--- src/rtl/uart_pkg.sv ---
// Shared constants for the UART receiver: FSM state encoding, parity mode, majority vote.
// Latency: n/a (declarations only).
// Backpressure: n/a.
package uart_pkg;

  typedef enum logic [2:0] {
    ST_IDLE   = 3'd0,
    ST_START  = 3'd1,
    ST_DATA   = 3'd2,
    ST_PARITY = 3'd3,
    ST_STOP   = 3'd4
  } rx_state_t;

  typedef enum logic {
    PAR_EVEN = 1'b0,
    PAR_ODD  = 1'b1
  } par_mode_t;

  // 2-of-3 vote used for every bit decision
  function automatic logic maj3(input logic a, input logic b, input logic c);
    return (a & b) | (a & c) | (b & c);
  endfunction

endpackage

--- src/rtl/uart_rx_sampler.sv ---
// Line front end: 2-flop synchroniser, fall detector and 3-sample majority voter.
// Latency: rx_in reaches line after 2 clk; bit_maj is valid in the cycle phase == PRESCALE/2+1.
// Backpressure: none; free-running, follows the phase counter supplied by the FSM.
// Ports: clk, rst (async active-low), rx_in (raw line), phase (bit-phase counter),
//        line (synchronised line), fall (high-to-low on line), bit_maj (majority of the three samples).
module uart_rx_sampler
  import uart_pkg::*;
#(
  parameter int PRESCALE = 16,
  parameter int PW       = 4
) (
  input  logic          clk,
  input  logic          rst,
  input  logic          rx_in,
  input  logic [PW-1:0] phase,
  output logic          line,
  output logic          fall,
  output logic          bit_maj
);

  localparam int MID = PRESCALE / 2;

  logic sync1, sync2, line_prev;
  logic samp_a, samp_b;

  // Flops reset high so an idle line never looks like a start edge after reset.
  always_ff @(posedge clk or negedge rst) begin
    if (!rst) begin
      sync1     <= 1'b1;
      sync2     <= 1'b1;
      line_prev <= 1'b1;
      samp_a    <= 1'b1;
      samp_b    <= 1'b1;
    end else begin
      sync1     <= rx_in;
      sync2     <= sync1;
      line_prev <= sync2;
      if (phase == PW'(MID - 1)) samp_a <= sync2;
      if (phase == PW'(MID))     samp_b <= sync2;
    end
  end

  assign line    = sync2;
  assign fall    = line_prev & ~sync2;
  // Third sample is the live line value at phase MID+1, so the vote settles that cycle.
  assign bit_maj = maj3(samp_a, samp_b, sync2);

endmodule

--- src/rtl/uart_rx_param.sv ---
// Parameterised UART receiver: start/data/parity/stop FSM with framing, parity and break flags.
// Latency: data_valid at t0 + PRESCALE/2 + 2 + F*PRESCALE, F = DATA_WIDTH + par_en + 1 + stop2.
// Backpressure: none; each frame is presented once as a one-cycle data_valid pulse.
// Ports: clk, rst (async active-low), rx_in (serial, idle high), par_en/par_typ/stop2 (frame format,
//        latched at the start edge), p_data/par_error/stop_error (held until next data_valid),
//        data_valid, break_det (one-cycle pulses).
module uart_rx_param
  import uart_pkg::*;
#(
  parameter int DATA_WIDTH = 8,
  parameter int PRESCALE   = 16
) (
  input  logic                  clk,
  input  logic                  rst,
  input  logic                  rx_in,
  input  logic                  par_en,
  input  logic                  par_typ,
  input  logic                  stop2,
  output logic [DATA_WIDTH-1:0] p_data,
  output logic                  data_valid,
  output logic                  par_error,
  output logic                  stop_error,
  output logic                  break_det
);

  localparam int PW  = $clog2(PRESCALE);
  localparam int BW  = $clog2(DATA_WIDTH);
  localparam int MID = PRESCALE / 2;

  rx_state_t             state, state_nxt;
  logic [PW-1:0]         phase;
  logic [BW-1:0]         bit_idx;
  logic [DATA_WIDTH-1:0] shift;
  logic                  par_en_q, stop2_q;
  par_mode_t             par_typ_q;
  logic                  par_bit, stop_bad, any_one, armed;
  logic                  line, fall, bit_maj;
  logic                  decide, start_frame, frame_done, last_data, last_stop;

  uart_rx_sampler #(
    .PRESCALE (PRESCALE),
    .PW       (PW)
  ) u_sampler (
    .clk     (clk),
    .rst     (rst),
    .rx_in   (rx_in),
    .phase   (phase),
    .line    (line),
    .fall    (fall),
    .bit_maj (bit_maj)
  );

  // One bit decision per bit period, at phase MID+1 of the running phase counter.
  assign decide    = (state != ST_IDLE) && (phase == PW'(MID + 1));
  assign last_data = (bit_idx == BW'(DATA_WIDTH - 1));
  assign last_stop = (bit_idx == BW'(stop2_q));

  always_ff @(posedge clk or negedge rst) begin
    if (!rst) state <= ST_IDLE;
    else      state <= state_nxt;
  end

  always_comb begin
    state_nxt   = state;
    start_frame = 1'b0;
    frame_done  = 1'b0;
    case (state)
      ST_IDLE: begin
        if (armed && fall) begin
          state_nxt   = ST_START;
          start_frame = 1'b1;
        end
      end
      ST_START: begin
        // A high start vote is a glitch: drop back without touching outputs.
        if (decide) state_nxt = bit_maj ? ST_IDLE : ST_DATA;
      end
      ST_DATA: begin
        if (decide && last_data) state_nxt = par_en_q ? ST_PARITY : ST_STOP;
      end
      ST_PARITY: begin
        if (decide) state_nxt = ST_STOP;
      end
      ST_STOP: begin
        // Straight to idle after the last stop vote so a back-to-back start edge is caught.
        if (decide && last_stop) begin
          state_nxt  = ST_IDLE;
          frame_done = 1'b1;
        end
      end
      default: state_nxt = ST_IDLE;
    endcase
  end

  always_ff @(posedge clk or negedge rst) begin
    if (!rst) begin
      phase      <= '0;
      bit_idx    <= '0;
      shift      <= '0;
      par_en_q   <= 1'b0;
      par_typ_q  <= PAR_EVEN;
      stop2_q    <= 1'b0;
      par_bit    <= 1'b0;
      stop_bad   <= 1'b0;
      any_one    <= 1'b0;
      armed      <= 1'b1;
      p_data     <= '0;
      data_valid <= 1'b0;
      par_error  <= 1'b0;
      stop_error <= 1'b0;
      break_det  <= 1'b0;
    end else begin
      data_valid <= 1'b0;
      break_det  <= 1'b0;

      // Parked at 0 in idle, so the start-edge cycle is phase 0 of the start bit.
      if (state_nxt == ST_IDLE || phase == PW'(PRESCALE - 1)) phase <= '0;
      else                                                    phase <= phase + 1'b1;

      // After a low final stop the line must be seen high before a new edge counts.
      if (state == ST_IDLE && line) armed <= 1'b1;

      if (start_frame) begin
        par_en_q  <= par_en;
        par_typ_q <= par_mode_t'(par_typ);
        stop2_q   <= stop2;
        bit_idx   <= '0;
        par_bit   <= 1'b0;
        stop_bad  <= 1'b0;
        any_one   <= 1'b0;
      end

      if (decide) begin
        case (state)
          ST_DATA: begin
            shift   <= {bit_maj, shift[DATA_WIDTH-1:1]};
            any_one <= any_one | bit_maj;
            bit_idx <= last_data ? '0 : bit_idx + 1'b1;
          end
          ST_PARITY: begin
            par_bit <= bit_maj;
            any_one <= any_one | bit_maj;
          end
          ST_STOP: begin
            stop_bad <= stop_bad | ~bit_maj;
            any_one  <= any_one | bit_maj;
            bit_idx  <= bit_idx + 1'b1;
          end
          default: ;
        endcase
      end

      if (frame_done) begin
        p_data     <= shift;
        data_valid <= 1'b1;
        // Received parity bit must equal XOR of data (even) or its inverse (odd).
        par_error  <= par_en_q & (par_bit ^ (^shift) ^ (par_typ_q == PAR_ODD));
        stop_error <= stop_bad | ~bit_maj;
        break_det  <= ~(any_one | bit_maj);
        armed      <= bit_maj;
      end
    end
  end

endmodule

--- config.mk ---
export PLATFORM = sky130hd
export DESIGN_NAME = uart_rx_param
export DESIGN_NICKNAME = d
export VERILOG_FILES = /design/src/rtl/uart_pkg.sv /design/src/rtl/uart_rx_sampler.sv /design/src/rtl/uart_rx_param.sv
export SDC_FILE = /design/constraint.sdc
export NUM_CORES = 1
export LEC_CHECK = 0
export CAP_MARGIN = 10
export CORE_AREA = 3 3 75 77
export CTS_BUF_LIST = sky130_fd_sc_hd__clkbuf_4 sky130_fd_sc_hd__clkbuf_8
export DETAILED_ROUTE_END_ITERATION = 10
export DIE_AREA = 0 0 78 80
export GPL_TIMING_DRIVEN = 0
export SLEW_MARGIN = 20
export SYNTH_ARGS = -nofsm -noshare
export SYNTH_HDL_FRONTEND = slang
export SYNTH_SLANG_ARGS = --single-unit
--- constraint.sdc ---
create_clock -name clk -period 1.9 [get_ports clk]
set_clock_uncertainty 0.05 [all_clocks]
set_input_delay 0.285 -clock clk [delete_from_list [all_inputs] [get_ports clk]]
set_output_delay 0.285 -clock clk [all_outputs]
set_load 0.01 [all_outputs]
==> flow_metrics.tcl, run 1 <==
# collected from the flow reports
set metrics [dict create \
    slew_violations 0 \
    ant_nets 0 \
    drc_errors 0 \
    grt_use_met2_pct 22.60 \
    ys_seq_share_pct 52.71 \
    yosys_warnings 0 \
    cpPeakStageDelay_ps 420 \
    period_used_pct 93.07 \
    setup_ws_ps 131.7 \
    cts_setup_buffers 0 \
    tightest_slew_ps 324.4 \
    wire_per_inst_um 14.27 \
    seqPwrFrac_pct 42.9 \
    rsz0062_at_grt "no" \
    reg2reg_setup_slack_ps 130 \
    p_int_mw 1.900 \
    numSynthFlops 42 \
    fp_util_pct 39.57 \
    r2r-end "bit_idx[0]$_DFF_PN0_" \
    status "completed" \
    tritoncts.num_buffers 5 \
    grt.busiest_layer "met2" \
    synth_top_cell_by_count "dfrtp_1" \
    drt-pass1-iter-count 4 \
    ff_type "dfrtp_1" \
    crit_type "flop to flop" \
    grt_pass1_wl_um 6368 \
    start_kind "flop" \
    worstPathArrival_ps 1900 \
    ys_async_sr_fraction_pct 100.0 \
    clockPowerShare_pct 32.3 \
    synth_top_cell_by_area "dfrtp_1" \
    synth_area_per_cell_um2 12.79 \
    routed_wl_um 3652 \
    fp.dieH_um 80 \
    grt_max_degree 31 \
    cp_slowest_cell "dfrtp_1" \
    tritoncts "built" \
    required_ps 2030 \
    htreeDepth 2 \
    vdd_drop_max_mv 0.6126 \
    drv_cap 0 \
    min_path_cells 0 \
    hold_buffers 1 \
    root_buffer "clkbuf_8" \
    syn_inst 157 \
    n_antenna_cell 0 \
    setup_tns_ps 0 \
    die_w_um 78 \
    met3_usage_pct 3.725 \
    finalSetupViolCount 0 \
    topCellsByArea "dfrtp_1 (45%), dfstp_2 (7.9%), mux2_4 (6.7%), mux2_2 (5.6%), xnor2_1 (3.5%)" \
    finalCriticalPeriod_ps 1768 \
    cts.sinks 42 \
    tool_warnings 28 \
    max_freq_mhz 565.5 \
    grt_pass1_vias 1306 \
    p_leak_nw 1.162 \
    synth_area_mm2 0.002008 \
    synthesis.nets 168 \
    top_cell_area_share_pct 44.86 \
    r2r_start "phase[1]$_DFF_PN0_" \
    end_kind "flop" \
    dpl.hpwl_um 2605 \
    overflow 0 \
    routed_via_density 4.902 \
    num_vias 1255 \
    whs_ps 307.9 \
    relSlewSlack_pct 78.37 \
    p_switching_mw 0.7701 \
    synth-edff-count 0 \
]
[run 1: sequential cells by signal, indices dropped and copies added, names as in the netlist, 3 cells and up]
name and cells:
p_data 8, state 3, bit_idx 3, phase 4, shift 8
[run 1: worst max-delay path: cells and delay by family (launching register included)]
family                   cells  cell delay, ps
flip-flops                   1             420
AND/OR/NAND/NOR              3             620
multiplexers                 1             270
buffers and inverters        1             100
adder cells (fa/ha/maj)      1             210
[run 1: layer usage]
metal / share of wire [%] / vias up
li1: - / 600
met1: 45 / 631
met2: 50 / 20
met3: 3.4 / 4
met4: 1.3 / 0
met5: 0 / -
[run 1: power by group through the flow]
stage                     logic [mW]  clock network (mW)  registers (mW)
final                          0.661               0.863            1.15
after CTS                      0.661               0.887            1.15
after global placement         0.630                   0            1.15
after floorplan                0.521                   0            1.13
after global routing           0.741               0.933            1.17
after detailed placement       0.651                   0            1.16
[run 1: kinds of logic (layout without fill, tap and decap cells)]
family / Yosys count / after routing / synth area share [%]
AND-OR/OR-AND: 26 / 26 / 8.536
XOR/XNOR: 11 / 11 / 5.483
adder cells (fa/ha/maj): 6 / 6 / 3.614
buffers and inverters: 14 / 43 / 4.424
flip-flops: 42 / 42 / 52.71
multiplexers: 21 / 21 / 13.46
AND/OR/NAND/NOR: 37 / 37 / 11.78
[run 1: layout make-up]
class                      count  area, um2
timing repair buffer          21      210.2
multi-input combinational    101      864.6
inverter                       7      26.28
clock buffer                   6      82.58
sequential                    42       1059
fill                         484       2623
buffer                         7      62.56
tap                           70      87.58
clock inverter                 2      60.06
[run 1: stage by stage]
step                cell area, um2  std cells
floorplan                     2008        157
global placement              2266        244
detailed placement            2281        245
CTS                           2434        254
global route                  2452        256
finish                        2452        256
[run 1: how the worst max path moves through the flow]
| stage | start | end | slack [ps] | depth (start not counted) |
|---|---|---|---|---|
| floorplan | phase[1]$_DFF_PN0_ | p_data[5]$_DFFE_PN0P_ | 270 | 6 |
| global placement | rst | stop2_q$_DFFE_PN0P_ | -490 | 1 |
| detailed placement | phase[1]$_DFF_PN0_ | p_data[5]$_DFFE_PN0P_ | 80 | 6 |
| CTS | phase[1]$_DFF_PN0_ | p_data[6]$_DFFE_PN0P_ | 60 | 6 |
| global route | phase[1]$_DFF_PN0_ | bit_idx[0]$_DFF_PN0_ | 30 | 6 |
| finish | phase[1]$_DFF_PN0_ | bit_idx[0]$_DFF_PN0_ | 130 | 6 |
[run 1: placed cells by master (no fill, tap or decap), types with 2 or more instances in the layout]
| cell | n |
|---|---|
| dfrtp_1 | 36 |
| clkdlybuf4s50_1 | 16 |
| nand2_1 | 11 |
| mux2_2 | 10 |
| mux2_4 | 9 |
| xnor2_1 | 8 |
| inv_1 | 7 |
| nor2_1 | 7 |
| a21oi_1 | 6 |
| dfstp_2 | 6 |
| clkbuf_8 | 6 |
| a31oi_1 | 5 |
| ha_1 | 5 |
| buf_6 | 4 |
| o21ai_0 | 4 |
| buf_2 | 3 |
| buf_4 | 3 |
| nand4b_1 | 2 |
| nand3b_1 | 2 |
| a21o_1 | 2 |
| o21bai_1 | 2 |
| nor3_1 | 2 |
| nand3_1 | 2 |
| xor2_1 | 2 |
| mux2_1 | 2 |
| bufinv_16 | 2 |
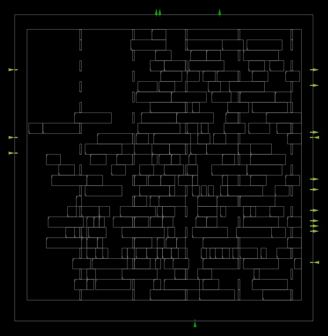
Figure 1: run 1, placement view.
Core ar.: 0.005075 mm2
row count: 26
FILL cells: 484
FF+latch count: 42
Well-Tap Cells: 70

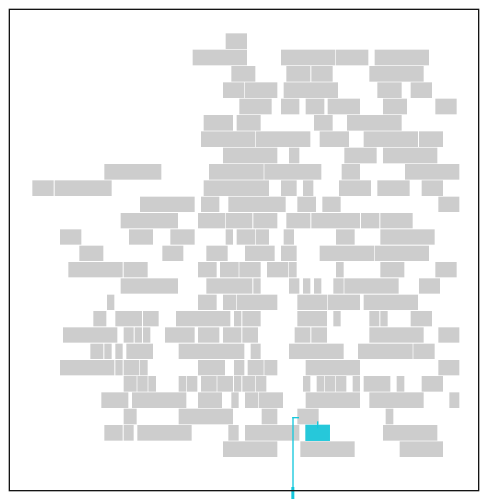
Figure 2: run 1, nets reached from selected ports.
Scale: 6 px per um.
port	colour	bits	direction	edge	end cells	buffers	wire
`par_en`	cyan	1	input	bottom	1	1	13.7 um
Port Buf Inserts: 17
IO Pins: 18

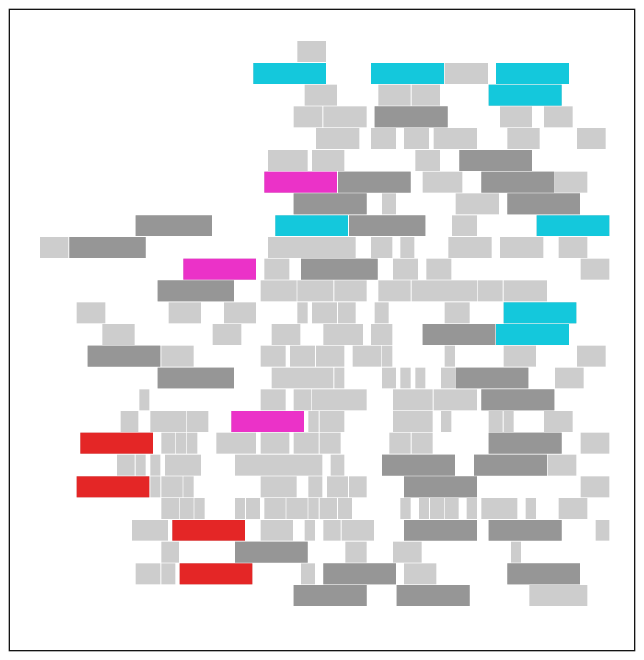
Figure 3: run 1, where the registers sit.
Scale: 8 px per um. Other sequential cells in the stronger grey, the rest of the logic in the fainter grey.
signal	colour	sequential cells
`p_data`	cyan	8
`bit_idx`	magenta	3
`phase`	red	4

==> run 2: changes to the inputs <==
CTS_CLUSTER_SIZE = 10   (was default)
clock period = 2.2 ns   (was 1.9 ns; I/O delays follow)
==> flow_metrics.tcl, run 2 <==
# collected from the flow reports
set metrics [dict create \
    synth_top_cell_by_count "dfrtp_1" \
    top_regs "p_data (8), shift (8), phase (4)" \
    wire_per_inst_um 14.27 \
    ys_sh_mux_pct 13.46 \
    fa_ha_area_share_pct 3.614 \
    drv_cap 0 \
    routed_wl_um 3625 \
    top_cell_area_share_pct 44.86 \
    cp_slowest_cell "dfrtp_1" \
    grt.busiest_layer "met2" \
    dpl.hpwl_um 2605 \
    rsz0062_at_grt "no" \
    tritoncts.num_buffers 5 \
    row_count 26 \
    drc_errors 0 \
    drt-pass1-iter-count 4 \
    grt_use_met2_pct 22.60 \
    finalSetupViolCount 0 \
    ys_top_logic_family "multiplexers" \
    final_cells 254 \
    numSynthFlops 42 \
    pin_count 18 \
    setup_tns_ps 0 \
    vdd_drop_max_mv 0.5219 \
    ant_nets 0 \
    routed_via_density 4.949 \
    dp_cells 245 \
    p_leak_nw 1.153 \
    ys_seq_share_pct 52.71 \
    portBuffers 17 \
    synth_area_per_cell_um2 12.79 \
    whs_ps 307.8 \
    critPathTopFamily "simple AND/OR/NAND/NOR gates" \
    start_kind "flop" \
    tritoncts "built" \
    finalCriticalPeriod_ps 1818 \
    end_kind "flop" \
    num_vias 1257 \
    yosys_warnings 0 \
    grt_pass1_vias 1306 \
    fp_util_pct 39.57 \
    cp_num_buf_inv 2 \
    topCellsByArea "dfrtp_1 (45%), dfstp_2 (7.9%), mux2_4 (6.7%), mux2_2 (5.6%), xnor2_1 (3.5%)" \
    clk_latency_ps 290 \
    cpPeakStageDelay_ps 420 \
    required_ps 2340 \
    aoi_share_pct 8.536 \
    root_buffer "clkbuf_8" \
    synth-edff-count 0 \
    die_w_um 78 \
    ff_type "dfrtp_1" \
    synth_area_mm2 0.002008 \
    ys_sh_simple_pct 11.78 \
    synth.distinct_cells 42 \
    grt_pass1_wl_um 6368 \
    max_freq_mhz 550.0 \
    n_antenna_cell 0 \
    final_common_cell "dfrtp_1" \
    worstPathArrival_ps 1950 \
    coreArea_mm2 0.005075 \
    slew_violations 0 \
    synth_top_cell_by_area "dfrtp_1" \
    ys_sh_xor_pct 5.483 \
    ys_async_sr_fraction_pct 100.0 \
    syn_inst 157 \
    relSlewSlack_pct 74.62 \
    status "completed" \
    fill_cells 485 \
    lay_top_cells "dfrtp_1 (36), clkdlybuf4s50_1 (16), nand2_1 (11)" \
    htreeDepth 2 \
    overflow 0 \
    grt_max_degree 31 \
    period_used_pct 82.64 \
    fp.dieH_um 80 \
    crit_type "flop to flop" \
    cts.sinks 42 \
]
-- run 2: netlist changes by cell type in the layout (fill, tap and decap cells not counted) --
| cell | delta |
|---|---|
| a21oi_2 | -1 |
| buf_4 | -2 |
| a21oi_1 | +1 |
-- run 2: metrics by stage --
stage	setup slack [ps]	area (um2)	power (mW)
final	381.9	2434	2.299
after global routing	266.8	2434	2.449
after CTS	364.2	2434	2.329
after detailed placement	384.4	2281	1.569
after global placement	-233.1	2266	1.539
after floorplan	574.9	2008	1.427
-- run 2: layout make-up --
class,count,area [um2],area share [%]
repair buffers,19,195.2,8.021
multi-input cells,101,860.8,35.37
clock buffers,6,82.58,3.393
plain buffers,7,62.56,2.571
inverters,7,26.28,1.080
clock inverters,2,60.06,2.468
flip-flops and latches,42,1059,43.50
well taps,70,87.58,3.599
-- run 2: cells by family after synthesis --
family	Yosys count
fa+ha+maj	6
xor+xnor	11
mux	21
compound gates	26
flops	42
buf+inv	14
simple gates	37
-- run 2: report_power, final --
part / switching (mW) / internal [mW]
registers: 0.0951 / 0.895
clock network: 0.260 / 0.484
logic: 0.305 / 0.260
total: 0.660 / 1.64
-- run 2: per-layer routing --
| layer | routed length (um) | share of wire, % |
|---|---|---|
| met5 | 0 | 0 |
| met3 | 134 | 3.7 |
| met2 | 1818 | 50 |
| met4 | 42 | 1.2 |
| met1 | 1631 | 45 |
-- run 2: path summary, 6_finish.rpt --
| path | from | to | slack (ps) | cells after the start |
|---|---|---|---|---|
| worst max-delay path | phase[1]$_DFF_PN0_ | p_data[6]$_DFFE_PN0P_ | 380 | 6 |
| worst min register to register | u_sampler.sync1$_DFF_PN1_ | u_sampler.line$_DFF_PN1_ | 310 | 0 |
| worst min-delay path | u_sampler.sync1$_DFF_PN1_ | u_sampler.line$_DFF_PN1_ | 310 | 0 |
| max in group asynchronous | rst | armed$_DFFE_PN1P_ | 1150 | 3 |
| worst max register to register | phase[1]$_DFF_PN0_ | p_data[6]$_DFFE_PN0P_ | 380 | 6 |
| min in group asynchronous | rst | par_error$_DFFE_PN0P_ | 420 | 2 |
-- run 2: timing repair --
item,CTS,global route
hold endpoints to repair,12,0
hold buffers,1,0
setup buffers,0,0
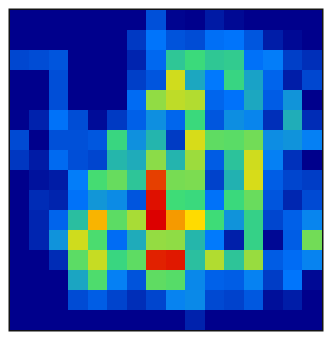
Figure 4: run 2, wiring heat map.
Scale: 4 px per um. 16 x 16 tiles, from dark blue (low) to red (high), scaled to the fullest tile. Values are wire area over tile area, all layers added.
emptiest ninth of the die	upper left
tiles over half the peak	16%
nearly empty tiles	27%
mean over tiles	0.090
densest ninth of the die	centre

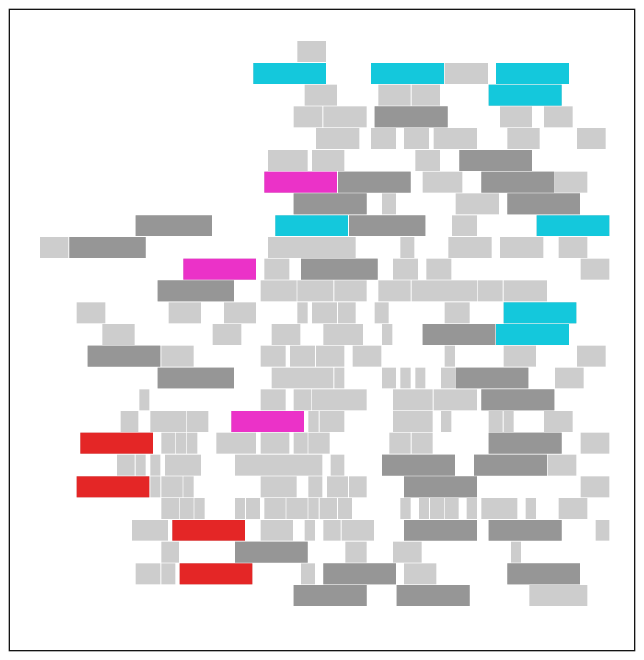
Figure 5: run 2, where the registers sit.
Scale: 8 px per um. Other sequential cells in the stronger grey, the rest of the logic in the fainter grey.
signal	colour	sequential cells
`bit_idx`	magenta	3
`phase`	red	4
`p_data`	cyan	8

Power is estimated from default activity; no workload was simulated.
